<file path="config.mk">
export PLATFORM = sky130hd
export DESIGN_NAME = uart_frame_packer
export DESIGN_NICKNAME = d
export VERILOG_FILES = /design/src/rtl/uart_frame_packer.sv
export SDC_FILE = /design/constraint.sdc
export NUM_CORES = 1
export LEC_CHECK = 0
export CAP_MARGIN = 20
export CORE_MARGIN = 1.5
export CORE_UTILIZATION = 45
export CTS_CLUSTER_SIZE = 14
export DETAILED_ROUTE_END_ITERATION = 10
export SKIP_LAST_GASP = 1
export SYNTH_ARGS = -nofsm -noshare
export SYNTH_HDL_FRONTEND = slang
export SYNTH_SLANG_ARGS = --single-unit
</file>
<file path="constraint.sdc">
create_clock -name clk_i -period 6.1 [get_ports clk_i]
set_input_delay 1.22 -clock clk_i [delete_from_list [all_inputs] [get_ports clk_i]]
set_output_delay 1.22 -clock clk_i [all_outputs]
set_load 0.01 [all_outputs]
</file>
<file path="src/rtl/uart_frame_packer.sv">
// Decimating sample FIFO feeding a checksummed byte framer for the UART link.
// Optional FRAME_SEQ_EN inserts an 8-bit frame sequence byte after the header.
module uart_frame_packer #(
  parameter int unsigned DECIM      = 4,
  parameter int unsigned FIFO_DEPTH = 8,
  parameter logic [7:0]  HEADER     = 8'hA5
) (
  input  logic        clk_i,
  input  logic        rst_n,
  input  logic [15:0] sample_i,
  input  logic        sample_vld_i,
  output logic [7:0]  byte_o,
  output logic        byte_vld_o,
  input  logic        byte_rdy_i,
  output logic        fifo_full_o,
  output logic [15:0] drop_cnt_o
);

  localparam int unsigned DW  = 16;
  localparam int unsigned AW  = (FIFO_DEPTH > 1) ? $clog2(FIFO_DEPTH) : 1;
  localparam int unsigned CW  = $clog2(FIFO_DEPTH + 1);
  localparam int unsigned DCW = (DECIM > 1) ? $clog2(DECIM) : 1;

  typedef enum logic [2:0] {
    S_IDLE,
    S_HDR,
`ifdef FRAME_SEQ_EN
    S_SEQ,
`endif
    S_MSB,
    S_LSB,
    S_CHK
  } state_t;

  state_t          state_q, state_d;
  logic [DCW-1:0]  dcnt_q;
  logic [DW-1:0]   mem [FIFO_DEPTH];
  logic [AW-1:0]   wr_ptr_q, rd_ptr_q;
  logic [CW-1:0]   count_q, count_d;
  logic [DW-1:0]   sh_q;
  logic [7:0]      byte_d;
  logic            vld_d;
  logic            sel_c, full_c, empty_c, push_c, pop_c, xfer_c;
  logic [7:0]      chk_c;
`ifdef FRAME_SEQ_EN
  logic [7:0]      seq_q;
`endif

  assign sel_c   = sample_vld_i && (dcnt_q == '0);
  assign full_c  = (count_q == CW'(FIFO_DEPTH));
  assign empty_c = (count_q == '0);
  assign push_c  = sel_c && !full_c;
  assign xfer_c  = byte_vld_o && byte_rdy_i;
  assign count_d = count_q + CW'(push_c) - CW'(pop_c);

`ifdef FRAME_SEQ_EN
  assign chk_c = HEADER ^ seq_q ^ sh_q[15:8] ^ sh_q[7:0];
`else
  assign chk_c = HEADER ^ sh_q[15:8] ^ sh_q[7:0];
`endif

  // Decimation phase counter, advanced only by input strobes.
  always_ff @(posedge clk_i or negedge rst_n) begin
    if (!rst_n) begin
      dcnt_q <= '0;
    end else if (sample_vld_i) begin
      dcnt_q <= (dcnt_q == DCW'(DECIM - 1)) ? '0 : dcnt_q + DCW'(1);
    end
  end

  // Sample storage; contents are don't-care until written.
  always_ff @(posedge clk_i) begin
    if (push_c) mem[wr_ptr_q] <= sample_i;
  end

  // FIFO pointers, occupancy, full flag and overflow counter.
  always_ff @(posedge clk_i or negedge rst_n) begin
    if (!rst_n) begin
      wr_ptr_q    <= '0;
      rd_ptr_q    <= '0;
      count_q     <= '0;
      fifo_full_o <= 1'b0;
      drop_cnt_o  <= '0;
    end else begin
      if (push_c) wr_ptr_q <= wr_ptr_q + AW'(1);
      if (pop_c)  rd_ptr_q <= rd_ptr_q + AW'(1);
      count_q     <= count_d;
      fifo_full_o <= (count_d == CW'(FIFO_DEPTH));
      if (sel_c && full_c && (drop_cnt_o != 16'hFFFF)) drop_cnt_o <= drop_cnt_o + 16'd1;
    end
  end

  // Frame FSM state, registered byte outputs and shadow sample.
  always_ff @(posedge clk_i or negedge rst_n) begin
    if (!rst_n) begin
      state_q    <= S_IDLE;
      byte_o     <= '0;
      byte_vld_o <= 1'b0;
      sh_q       <= '0;
    end else begin
      state_q    <= state_d;
      byte_o     <= byte_d;
      byte_vld_o <= vld_d;
      if (pop_c) sh_q <= mem[rd_ptr_q];
    end
  end

`ifdef FRAME_SEQ_EN
  // Frame sequence number, bumped when a checksum byte is accepted.
  always_ff @(posedge clk_i or negedge rst_n) begin
    if (!rst_n) begin
      seq_q <= '0;
    end else if ((state_q == S_CHK) && xfer_c) begin
      seq_q <= seq_q + 8'd1;
    end
  end
`endif

  // Next state and next output byte; the byte for a state is loaded on entry.
  always_comb begin
    state_d = state_q;
    byte_d  = byte_o;
    vld_d   = byte_vld_o;
    pop_c   = 1'b0;
    case (state_q)
      S_IDLE: begin
        if (!empty_c) begin
          pop_c   = 1'b1;
          state_d = S_HDR;
          byte_d  = HEADER;
          vld_d   = 1'b1;
        end
      end
      S_HDR: begin
        if (xfer_c) begin
`ifdef FRAME_SEQ_EN
          state_d = S_SEQ;
          byte_d  = seq_q;
`else
          state_d = S_MSB;
          byte_d  = sh_q[15:8];
`endif
        end
      end
`ifdef FRAME_SEQ_EN
      S_SEQ: begin
        if (xfer_c) begin
          state_d = S_MSB;
          byte_d  = sh_q[15:8];
        end
      end
`endif
      S_MSB: begin
        if (xfer_c) begin
          state_d = S_LSB;
          byte_d  = sh_q[7:0];
        end
      end
      S_LSB: begin
        if (xfer_c) begin
          state_d = S_CHK;
          byte_d  = chk_c;
        end
      end
      S_CHK: begin
        if (xfer_c) begin
          if (!empty_c) begin
            pop_c   = 1'b1;
            state_d = S_HDR;
            byte_d  = HEADER;
            vld_d   = 1'b1;
          end else begin
            state_d = S_IDLE;
            byte_d  = '0;
            vld_d   = 1'b0;
          end
        end
      end
      default: begin
        state_d = S_IDLE;
        byte_d  = '0;
        vld_d   = 1'b0;
      end
    endcase
  end

endmodule

</file>
Figure 1. Signal wires by layer (run 1).
(4 px per micron) Two of the layers only.
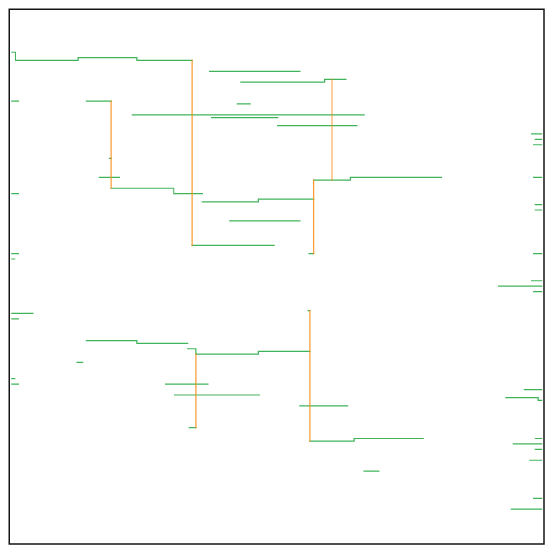
- orange: metal 4 (wire length 163 microns)
- green: metal 3 (wire length 550 microns)

Figure 2. Sequential cells grouped by signal name (run 1).
(4 px per micron) Other sequential cells in the stronger grey, the rest of the logic in the fainter grey.
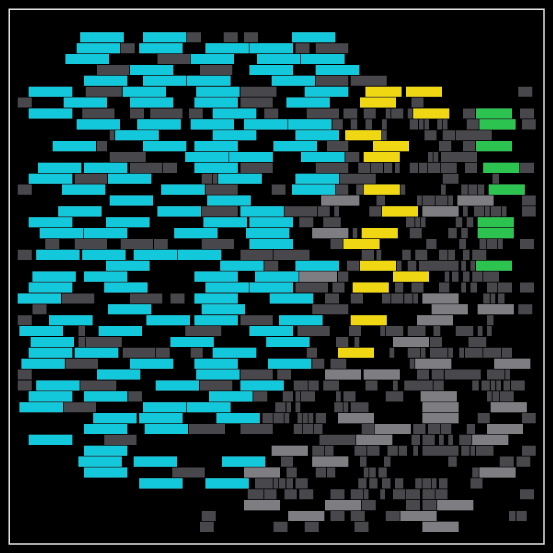
- yellow: sh_q (placed flops 16)
- green: byte_o (placed flops 8)
- cyan: mem (placed flops 128)
- not coloured: 33
seq pwr: 1.78 mW
final core utilization: 53.7%
flop share of the area: 59.2%
area occupied by registers: 5270 sq um

Figure 3. Met4 routing (run 1).
(4 px per micron) Supply wires on this layer in grey.
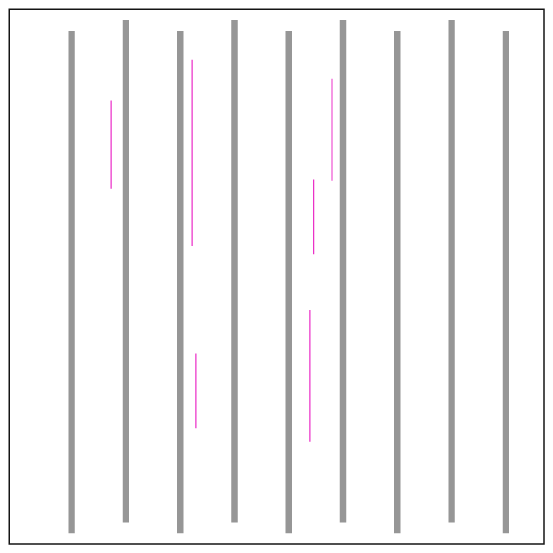
- main direction: vertical
- share of all routed wire: 1.2%

Figure 4. Metal 1 (run 1).
(4 px per micron) Supply wires on this layer in grey. Cells faint in the background.
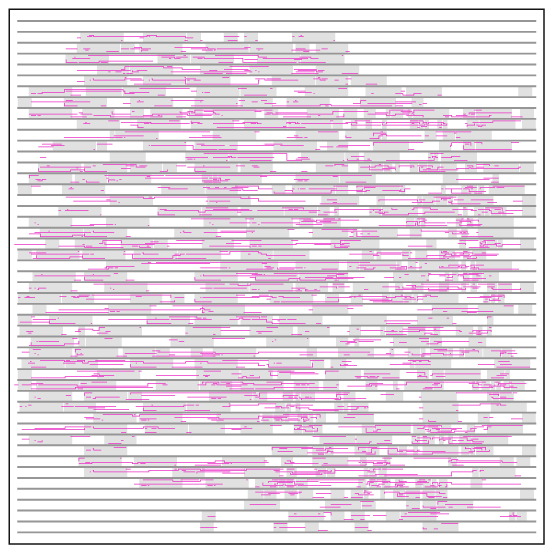
- wire length on this layer: 6180 microns
- main direction: horizontal
- longest straight run: 53.4 microns
met1 usage: 22.8%
routed wire length: 13500 microns
DR vias: 3933

==> impl_metrics.tcl, run 1 <==
# place-and-route summary
set metrics [dict create \
    drtPass1Iterations 4 \
    synthAoiAreaFrac_pct 4.21 \
    hold_slack_ps 508 \
    wl_met2_microns 6590 \
    total_power_mw 3.99 \
    path_buffers 3 \
    seq_cells 185 \
    synth-main-ff-cell "edfxtp_1" \
    largest_class "flip-flops and latches" \
    postCtsSetupRepairBufs 0 \
    cp-end-kind "flip-flop" \
    clock_buffers 19 \
    status "complete, no violations" \
    critPathCapture "fifo_full_o" \
    synthMuxAreaShare_pct 12.1 \
    hold_start "byte_o[1]" \
    fin_setup_tns_ps 0 \
    layout-drive-gt1-share_pct 19.4 \
    first_global_vias 4037 \
    grt_pass1_wl_microns 22200 \
    clock_latency_ps 430 \
    max_stage_delay_ps 530 \
    maxPowerGroup "registers" \
]
Figure 5. Routing congestion (run 1).
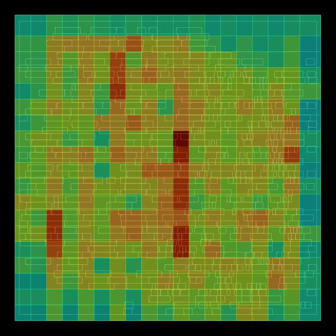

==> run 1 -> run 2 <==
- PLACE_DENSITY: default -> 0.66
- clock period: 6.1 -> 3.1 ns (I/O delays scaled with it)
Figure 6. Routing congestion (run 2).
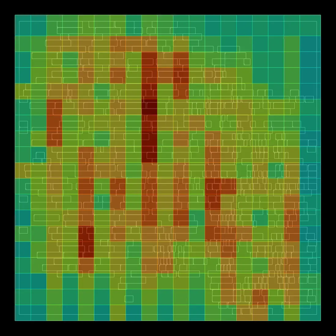
final core utilization: 54.2%
total track usage: 17.0%
Most Crowded Layer GR: met2
per-cell routed wire length: 18.1 microns
met3 Use GR: 3.35%

Figure 7. Met4 routing (run 2).
(4 px per micron) Supply wires on this layer in grey.
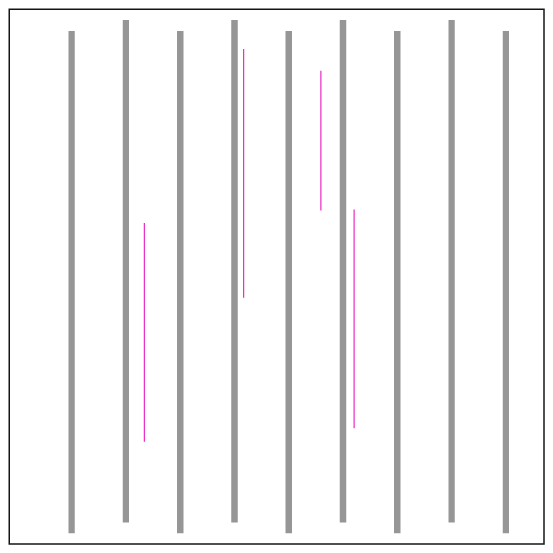
- longest straight run: 61.9 microns
- wire length on this layer: 205 microns
- main direction: vertical

==> run 2 against run 1 <==
Net effect: via count up 2.3%; first-iteration DRC count down 10%; final area up 1.0%; area after synthesis unchanged; clock-buffer cell count unchanged; non-clock buffer count up 8; setup slack worse by 1900 ps; clock skew up 3.5 ps; synthesized cell count unchanged; routed wire length up 2.0%; sequential share of layout area down 0.62 points; worst hold slack worse by 290 ps; critical endpoint unchanged; largest cell class unchanged; largest power group unchanged; highest routed layer unchanged.
==> impl_metrics.tcl, run 2 <==
# place-and-route summary
set metrics [dict create \
    total_power_mw 8.01 \
    status "complete, no violations" \
    critPathCapture "fifo_full_o" \
    seq-cell-share_pct 58.6 \
    cp-end-kind "flip-flop" \
    drtPass1Iterations 4 \
    fin_setup_tns_ps 0 \
    max_stage_delay_ps 420 \
    seq_cells 185 \
    grt_pass1_wl_microns 22500 \
    wl_met2_microns 6800 \
    synthMuxAreaShare_pct 12.1 \
    clock_buffers 19 \
    synth-main-ff-cell "edfxtp_1" \
    largest_class "flip-flops and latches" \
    routed_wl_microns 13800 \
    postCtsSetupRepairBufs 0 \
    p_seq_mw 3.40 \
    first_global_vias 4145 \
    maxPowerGroup "registers" \
]
==> run 2 -> run 3 <==
--- a/config.mk
+++ b/config.mk
@@ -9,4 +9,5 @@
 export CORE_MARGIN = 1.5
 export CORE_UTILIZATION = 45
+export CTS_CLUSTER_DIAMETER = 200
 export CTS_CLUSTER_SIZE = 14
 export DETAILED_ROUTE_END_ITERATION = 10
==> constraint.sdc (replaced) <==
create_clock -name clk_i -period 3.1 [get_ports clk_i]
set_input_delay 0.62 -clock clk_i [delete_from_list [all_inputs] [get_ports clk_i]]
set_output_delay 0.62 -clock clk_i [all_outputs]
set_load 0.005 [all_outputs]
Figure 8. Metal 1 (run 3).
(4 px per micron) Supply wires on this layer in grey. Cells faint in the background.
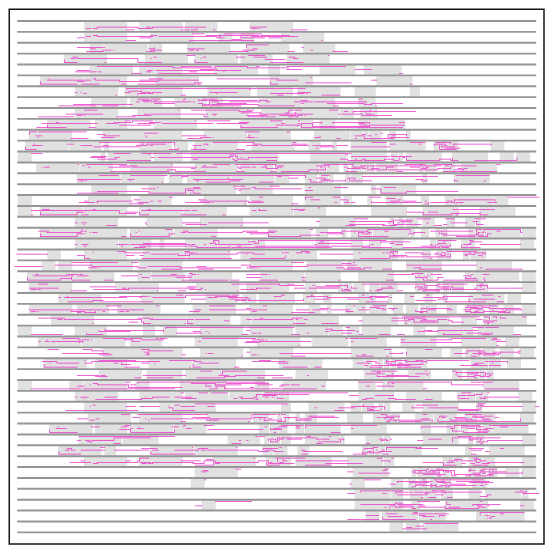
- share of all routed wire: 45%
- nets with wire on the layer: 505
- wire length on this layer: 6210 microns
- longest straight run: 44.6 microns
- main direction: horizontal
met1 usage: 22.8%
routed wire length: 13800 microns
DR vias: 4024

Figure 9. Signal wires by layer (run 3).
(4 px per micron) Two of the layers only.
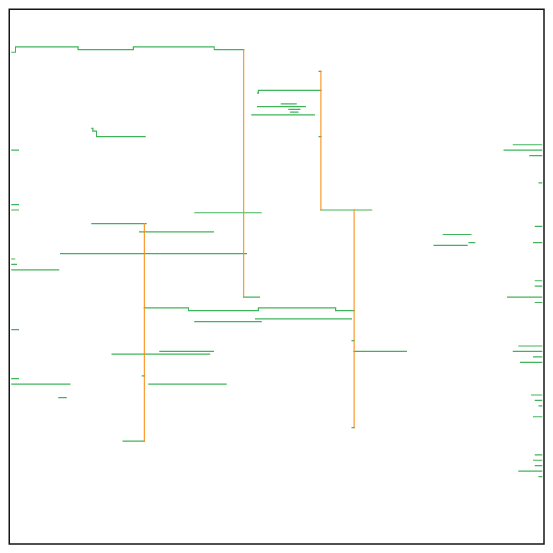
- orange: metal 4 (wire length 205 microns)
- green: metal 3 (wire length 543 microns)

==> run 3 against run 2 <==
Net effect: clock skew unchanged; worst hold slack unchanged; global-route usage stayed put; total power down 0.32%; register-to-register slack barely moved; first-iteration DRC count stayed put; die size stayed put; sequential share of layout area did not move; largest power group unchanged; final area stayed put; non-clock buffer count stayed put; largest cell class unchanged; routed wire length unchanged; combinational power about the same; highest routed layer unchanged.
==> impl_metrics.tcl, run 3 <==
# place-and-route summary
set metrics [dict create \
    status "complete, no violations" \
    critPathCapture "fifo_full_o" \
    yosysChipArea_sq_um 7640 \
    seq_cells 185 \
    p_seq_mw 3.40 \
    top_usage_layer "met2" \
    fin_setup_tns_ps 0 \
    first_global_vias 4145 \
    cp-end-kind "flip-flop" \
    synthMuxAreaShare_pct 12.1 \
    wl_met2_microns 6800 \
    seq-cell-share_pct 58.6 \
    max_stage_delay_ps 420 \
    largest_class "flip-flops and latches" \
    p_comb_share_pct 31.2 \
    antenna_found_initial 0 \
    postCtsSetupRepairBufs 0 \
    synth-main-ff-cell "edfxtp_1" \
    final_util_pct 54.2 \
    fillers 1334 \
    n_all_buffers 65 \
    netlist_area_sq_um 7640 \
    clock_buffers 19 \
    grt_pass1_wl_microns 22500 \
    maxPowerGroup "registers" \
    gr-usage-met3_pct 3.35 \
    swShare_pct 31.9 \
    async_reset_ff_share_pct 30.8 \
    cts-root-buf "clkbuf_16" \
]
No activity file was given, so power comes from the tool's default toggle rates.
